--- src/rtl/bmem_arb_pkg.sv ---
// Shared constants and types for the icache/dcache banked-memory arbiter.
// Line geometry, FSM state and requester identity live here.
package bmem_arb_pkg;

   localparam int unsigned LINE_W      = 256;
   localparam int unsigned BEAT_W      = 64;
   localparam int unsigned BEATS       = LINE_W / BEAT_W;
   localparam int unsigned OFFSET_BITS = 5;
   localparam int unsigned CNT_W       = $clog2(BEATS);

   typedef enum logic [2:0] {
      IDLE,
      RD_REQ,
      RD_WAIT,
      WR_BURST,
      RESP
   } arb_state_t;

   typedef enum logic {
      OWN_I,
      OWN_D
   } arb_owner_t;

endpackage

--- src/rtl/bmem_line_buffer.sv ---
// One cacheline of storage plus the beat counter that walks it.
// Holds the writeback line for bursts and assembles return beats for fills.
module bmem_line_buffer #(
   parameter int unsigned LINE_W = bmem_arb_pkg::LINE_W,
   parameter int unsigned BEAT_W = bmem_arb_pkg::BEAT_W
) (
   input  logic                           clk,
   input  logic                           rst,
   input  logic                           load_en,
   input  logic [LINE_W-1:0]              load_data,
   input  logic                           beat_we,
   input  logic [BEAT_W-1:0]              beat_wdata,
   input  logic                           cnt_clr,
   input  logic                           cnt_inc,
   output logic [LINE_W-1:0]              line,
   output logic [bmem_arb_pkg::CNT_W-1:0] cnt,
   output logic [BEAT_W-1:0]              beat_rdata
);
   import bmem_arb_pkg::*;

   always_ff @(posedge clk) begin
      if (!rst) begin
         line <= '0;
         cnt  <= '0;
      end else begin
         if (load_en) begin
            line <= load_data;
         end else if (beat_we) begin
            line[BEAT_W*cnt +: BEAT_W] <= beat_wdata;
         end
         if (cnt_clr) begin
            cnt <= '0;
         end else if (cnt_inc) begin
            cnt <= cnt + CNT_W'(1);
         end
      end
   end

   assign beat_rdata = line[BEAT_W*cnt +: BEAT_W];

endmodule

--- src/rtl/bmem_arbiter.sv ---
// Round-robin arbiter sharing one banked-memory port between icache and dcache.
// One line transaction at a time: a read command plus four return beats, or a four-beat write.
module bmem_arbiter #(
   parameter int unsigned ADDR_W = 32,
   parameter int unsigned LINE_W = bmem_arb_pkg::LINE_W,
   parameter int unsigned BEAT_W = bmem_arb_pkg::BEAT_W
) (
   input  logic              clk,
   input  logic              rst,
   input  logic [ADDR_W-1:0] i_addr,
   input  logic              i_read,
   output logic [LINE_W-1:0] i_rdata,
   output logic              i_resp,
   input  logic [ADDR_W-1:0] d_addr,
   input  logic              d_read,
   input  logic              d_write,
   input  logic [LINE_W-1:0] d_wdata,
   output logic [LINE_W-1:0] d_rdata,
   output logic              d_resp,
   output logic [ADDR_W-1:0] bmem_addr,
   output logic              bmem_read,
   output logic              bmem_write,
   output logic [BEAT_W-1:0] bmem_wdata,
   input  logic              bmem_ready,
   input  logic [ADDR_W-1:0] bmem_raddr,
   input  logic [BEAT_W-1:0] bmem_rdata,
   input  logic              bmem_rvalid
);
   import bmem_arb_pkg::*;

   arb_state_t        state;
   arb_owner_t        owner_q;
   arb_owner_t        last_grant;

   logic              i_req;
   logic              d_req;
   logic              grant_any;
   logic              grant_d;
   logic              grant_wr;
   arb_owner_t        grant_owner;
   logic [ADDR_W-1:0] grant_addr;

   logic              load_en;
   logic              beat_we;
   logic              cnt_clr;
   logic              cnt_inc;
   logic [LINE_W-1:0] line;
   logic [CNT_W-1:0]  cnt;
   logic [BEAT_W-1:0] beat_rdata;
   logic              beat_hit;
   logic              last_beat;
   logic [LINE_W-1:0] fill_line;

   // On a tie the requester that did not win last time is granted.
   always_comb begin
      i_req       = i_read;
      d_req       = d_read | d_write;
      grant_any   = i_req | d_req;
      grant_d     = d_req & (~i_req | (last_grant == OWN_I));
      grant_wr    = grant_d & d_write;
      grant_owner = grant_d ? OWN_D : OWN_I;
      grant_addr  = grant_d ? d_addr : i_addr;
      grant_addr[OFFSET_BITS-1:0] = '0;
   end

   always_comb begin
      load_en   = 1'b0;
      beat_we   = 1'b0;
      cnt_clr   = 1'b0;
      cnt_inc   = 1'b0;
      beat_hit  = bmem_rvalid && (bmem_raddr == bmem_addr);
      last_beat = (cnt == CNT_W'(BEATS - 1));
      unique case (state)
         IDLE: begin
            if (grant_any) begin
               cnt_clr = 1'b1;
               load_en = grant_wr;
            end
         end
         RD_WAIT: begin
            if (beat_hit) begin
               beat_we = 1'b1;
               cnt_clr = last_beat;
               cnt_inc = ~last_beat;
            end
         end
         WR_BURST: begin
            if (bmem_ready) begin
               cnt_clr = last_beat;
               cnt_inc = ~last_beat;
            end
         end
         default: ;
      endcase
   end

   // The last beat is written into the buffer on the same edge the fill is published,
   // so the published line splices it in directly.
   assign fill_line  = {bmem_rdata, line[LINE_W-BEAT_W-1:0]};
   assign bmem_wdata = bmem_write ? beat_rdata : '0;

   bmem_line_buffer #(
      .LINE_W (LINE_W),
      .BEAT_W (BEAT_W)
   ) u_line_buffer (
      .clk        (clk),
      .rst        (rst),
      .load_en    (load_en),
      .load_data  (d_wdata),
      .beat_we    (beat_we),
      .beat_wdata (bmem_rdata),
      .cnt_clr    (cnt_clr),
      .cnt_inc    (cnt_inc),
      .line       (line),
      .cnt        (cnt),
      .beat_rdata (beat_rdata)
   );

   always_ff @(posedge clk) begin
      if (!rst) begin
         state      <= IDLE;
         owner_q    <= OWN_I;
         last_grant <= OWN_I;
         bmem_addr  <= '0;
         bmem_read  <= 1'b0;
         bmem_write <= 1'b0;
         i_resp     <= 1'b0;
         d_resp     <= 1'b0;
         i_rdata    <= '0;
         d_rdata    <= '0;
      end else begin
         unique case (state)
            IDLE: begin
               if (grant_any) begin
                  owner_q    <= grant_owner;
                  last_grant <= grant_owner;
                  bmem_addr  <= grant_addr;
                  if (grant_wr) begin
                     bmem_write <= 1'b1;
                     state      <= WR_BURST;
                  end else begin
                     bmem_read  <= 1'b1;
                     state      <= RD_REQ;
                  end
               end
            end
            RD_REQ: begin
               if (bmem_ready) begin
                  bmem_read <= 1'b0;
                  state     <= RD_WAIT;
               end
            end
            RD_WAIT: begin
               if (beat_hit && last_beat) begin
                  state <= RESP;
                  if (owner_q == OWN_D) begin
                     d_rdata <= fill_line;
                     d_resp  <= 1'b1;
                  end else begin
                     i_rdata <= fill_line;
                     i_resp  <= 1'b1;
                  end
               end
            end
            WR_BURST: begin
               if (bmem_ready && last_beat) begin
                  bmem_write <= 1'b0;
                  d_resp     <= 1'b1;
                  state      <= RESP;
               end
            end
            RESP: begin
               i_resp <= 1'b0;
               d_resp <= 1'b0;
               state  <= IDLE;
            end
            default: state <= IDLE;
         endcase
      end
   end

endmodule

--- config.mk ---
export PLATFORM = sky130hd
export DESIGN_NAME = bmem_arbiter
export DESIGN_NICKNAME = d
export VERILOG_FILES = /design/src/rtl/bmem_arb_pkg.sv /design/src/rtl/bmem_line_buffer.sv /design/src/rtl/bmem_arbiter.sv
export SDC_FILE = /design/constraint.sdc
export NUM_CORES = 2
export LEC_CHECK = 0
export ABC_AREA = 0
export ABC_CLOCK_PERIOD_IN_PS = 5050
export CAP_MARGIN = 0
export CORE_AREA = 2 2 405 407
export CTS_BUF_LIST = sky130_fd_sc_hd__clkbuf_8
export CTS_CLUSTER_SIZE = 16
export DETAILED_ROUTE_END_ITERATION = 16
export DIE_AREA = 0 0 407 409
export SYNTH_ARGS = -nofsm -noshare
export SYNTH_HDL_FRONTEND = slang
export SYNTH_SLANG_ARGS = --single-unit
export TNS_END_PERCENT = 5
--- constraint.sdc ---
create_clock -name clk -period 5.05 [get_ports clk]
set_input_delay 1.01 -clock clk [delete_from_list [all_inputs] [get_ports clk]]
set_output_delay 1.01 -clock clk [all_outputs]
set_load 0.01 [all_outputs]
**Signal metal coverage by tile**

The die is cut into 20 by 20 equal tiles; white is low, dark blue is high, scaled to the fullest tile. Values are wire area over tile area, all layers added.
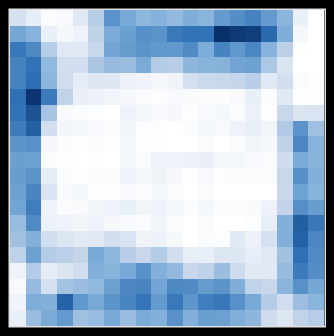
tiles over half the peak = 24%
mean over tiles = 0.16
nearly empty tiles = 12%
fullest tile = 0.59
emptiest ninth of the die = centre
mean routed wirelength per cell: 24.1 um
WL final: 163000 um

==> summary.txt <==
yosys + openroad results -> R2R Setup Slk=1760 ps, residual DRC count=0, drt pass-1 iters=5, Worst Setup Start Kind=register, post-route ant nets=0, Hold Crit Depth=2, required time worst endpoint=4040 ps, power consumption=15.5 mW, slowest CP cell=dfxtp_4, CTS root buf=clkbuf_8, critical path arrival=3430 ps, MaxCap Viol Count=0, IO Pins=1035, Critical Path Fanout Max=19, outcome=finished, final reports clean, area share, top type=50.8%, CTS hold repair buffers=0, Fmax=225 MHz, yosys warning tally=0, post-layout period usage of the worst path=88.0%, Final WS setup=606 ps, crit path cell chain=buf_4 > mux4_2 > and2_1 > clkdlybuf4s50_1, DIE WIDTH=407 um, class of the worst hold path=register to register, Resize count post-CTS=0, Post-Syn Area per Cell=8.96 um2, Final Hold Violation Tally=0, initial antenna violation count=25, CTS clk-pin slew, worst paths=60 ps, first-pass GRT wire length=225000 um, Comb gate area=14300 um2, Worst Reg-to-Reg Cells=6, largest stage delay on the critical path=670 ps, Worst Max-Slew Pin Slew=1370 ps, Cell variety after synth=50, Top cells excl fill/tap=nand2_1 (1034), clkdlybuf4s50_1 (1018), dfxtp_1 (802), number of buffers added on ports=1019, leakage=16.7 nW, vias per inst=4.65, fp_density=19.6%
**Metal 1**

Scale bar: 100 um.
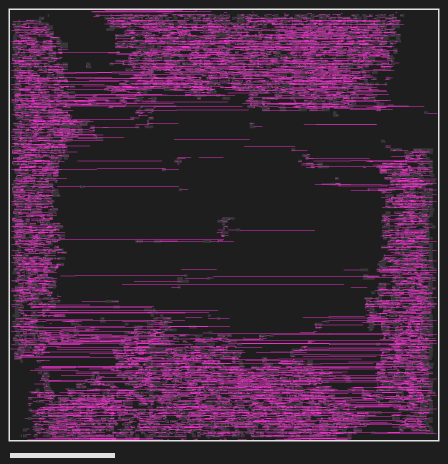
main direction = horizontal
wire length on this layer = 66.0 mm
DR vias: 31500
M1 GR Usage: 22.7%

==> cell usage after synthesis (9+ instances only) <==
cell type and instances:
nand2_1 1034, dfxtp_1 805, a21oi_1 518, and3_1 211
clkbuf_1 211, a221o_1 209, buf_2 77, mux2i_1 70
and2_1 65, mux4_2 64, o2bb2ai_1 42, nor2_1 38
a211oi_1 28, nand2b_1 21, nand4_1 18, nand3_1 13
buf_6 12, xnor2_1 12, buf_1 9, inv_1 9
==> metal layers <==
metal / routed length, um / part of all wire (%) / global-route usage [%] / up-vias
li1: - / - / - / 14300
met1: 66000 / 41 / 22.7 / 15300
met2: 73700 / 45 / 29.3 / 1557
met3: 14900 / 9.1 / 5.61 / 352
met4: 8310 / 5.1 / 10.0 / 4
met5: 27 / 0.017 / 0 / -
==> worst paths after layout <==
| kind | start | endpoint |
|---|---|---|
| setup / recovery | u_line_buffer.cnt[0] | bmem_wdata[24] |
| hold reg to reg | d_rdata[37] | d_rdata[37] |
| hold / removal | d_rdata[37] | d_rdata[37] |
| setup reg to reg | u_line_buffer.cnt[1] | i_rdata[45] |
==> per-stage QoR <==
stage | instances | instance area (um2) | hold slack (ps) | utilization [%]
after CTS | 6754 | 47300 | 450 | 29.2
after global placement | 6485 | 44100 | 438 | 27.2
after floorplan | 3546 | 31800 | 450 | -
after global routing | 6767 | 47300 | 461 | 29.2
after detailed placement | 6485 | 44100 | 442 | 27.2
final | 6771 | 47400 | 447 | 29.2
==> power breakdown <==
group          internal [mW]  switching (mW)
logic                  0.824           0.887
registers               6.61           0.369
clock network           3.74            3.08
==> final cells by class <==
| type | instances | area share, % |
|---|---|---|
| clock inverters | 81 | 1.29 |
| diodes | 17 | 0.0898 |
| well taps | 2175 | 5.75 |
| multi-input cells | 2415 | 30.2 |
| clock buffers | 188 | 5.46 |
| flip-flops and latches | 805 | 34.1 |
| repair buffers | 1080 | 23.0 |
| inverters | 10 | 0.0951 |
==> flip-flops by register name, indices dropped and copies added, names as in the netlist <==
register / cells
i_resp: 1
bmem_addr: 27
bmem_write: 1
bmem_read: 1
d_rdata: 256
d_resp: 1
last_grant: 1
u_line_buffer.line: 256
state: 3
u_line_buffer.cnt: 2
i_rdata: 256
==> cells by family (layout without fill, tap and decap cells) <==
| family | after synthesis | after routing | synth area share (%) |
|---|---|---|---|
| compound gates | 821 | 821 | 17.2 |
| xor+xnor | 19 | 19 | 0.524 |
| fa+ha+maj | 5 | 5 | 0.197 |
| buf+inv | 326 | 1359 | 4.53 |
| flops | 805 | 805 | 50.8 |
| mux | 134 | 134 | 6.75 |
| other cells | 1 | 22 | 0.0118 |
| simple gates | 1431 | 1431 | 20.1 |
==> worst register-to-register path, cell delays in order, from the launching register on <==
cell	delay, ps
dfxtp_4	720
ha_1	430
nor4b_1	370
nand4_1	660
buf_12	440
nand2_1	390
a21oi_1	80
Power figures rest on the tool's default switching activity, not on a simulated workload.
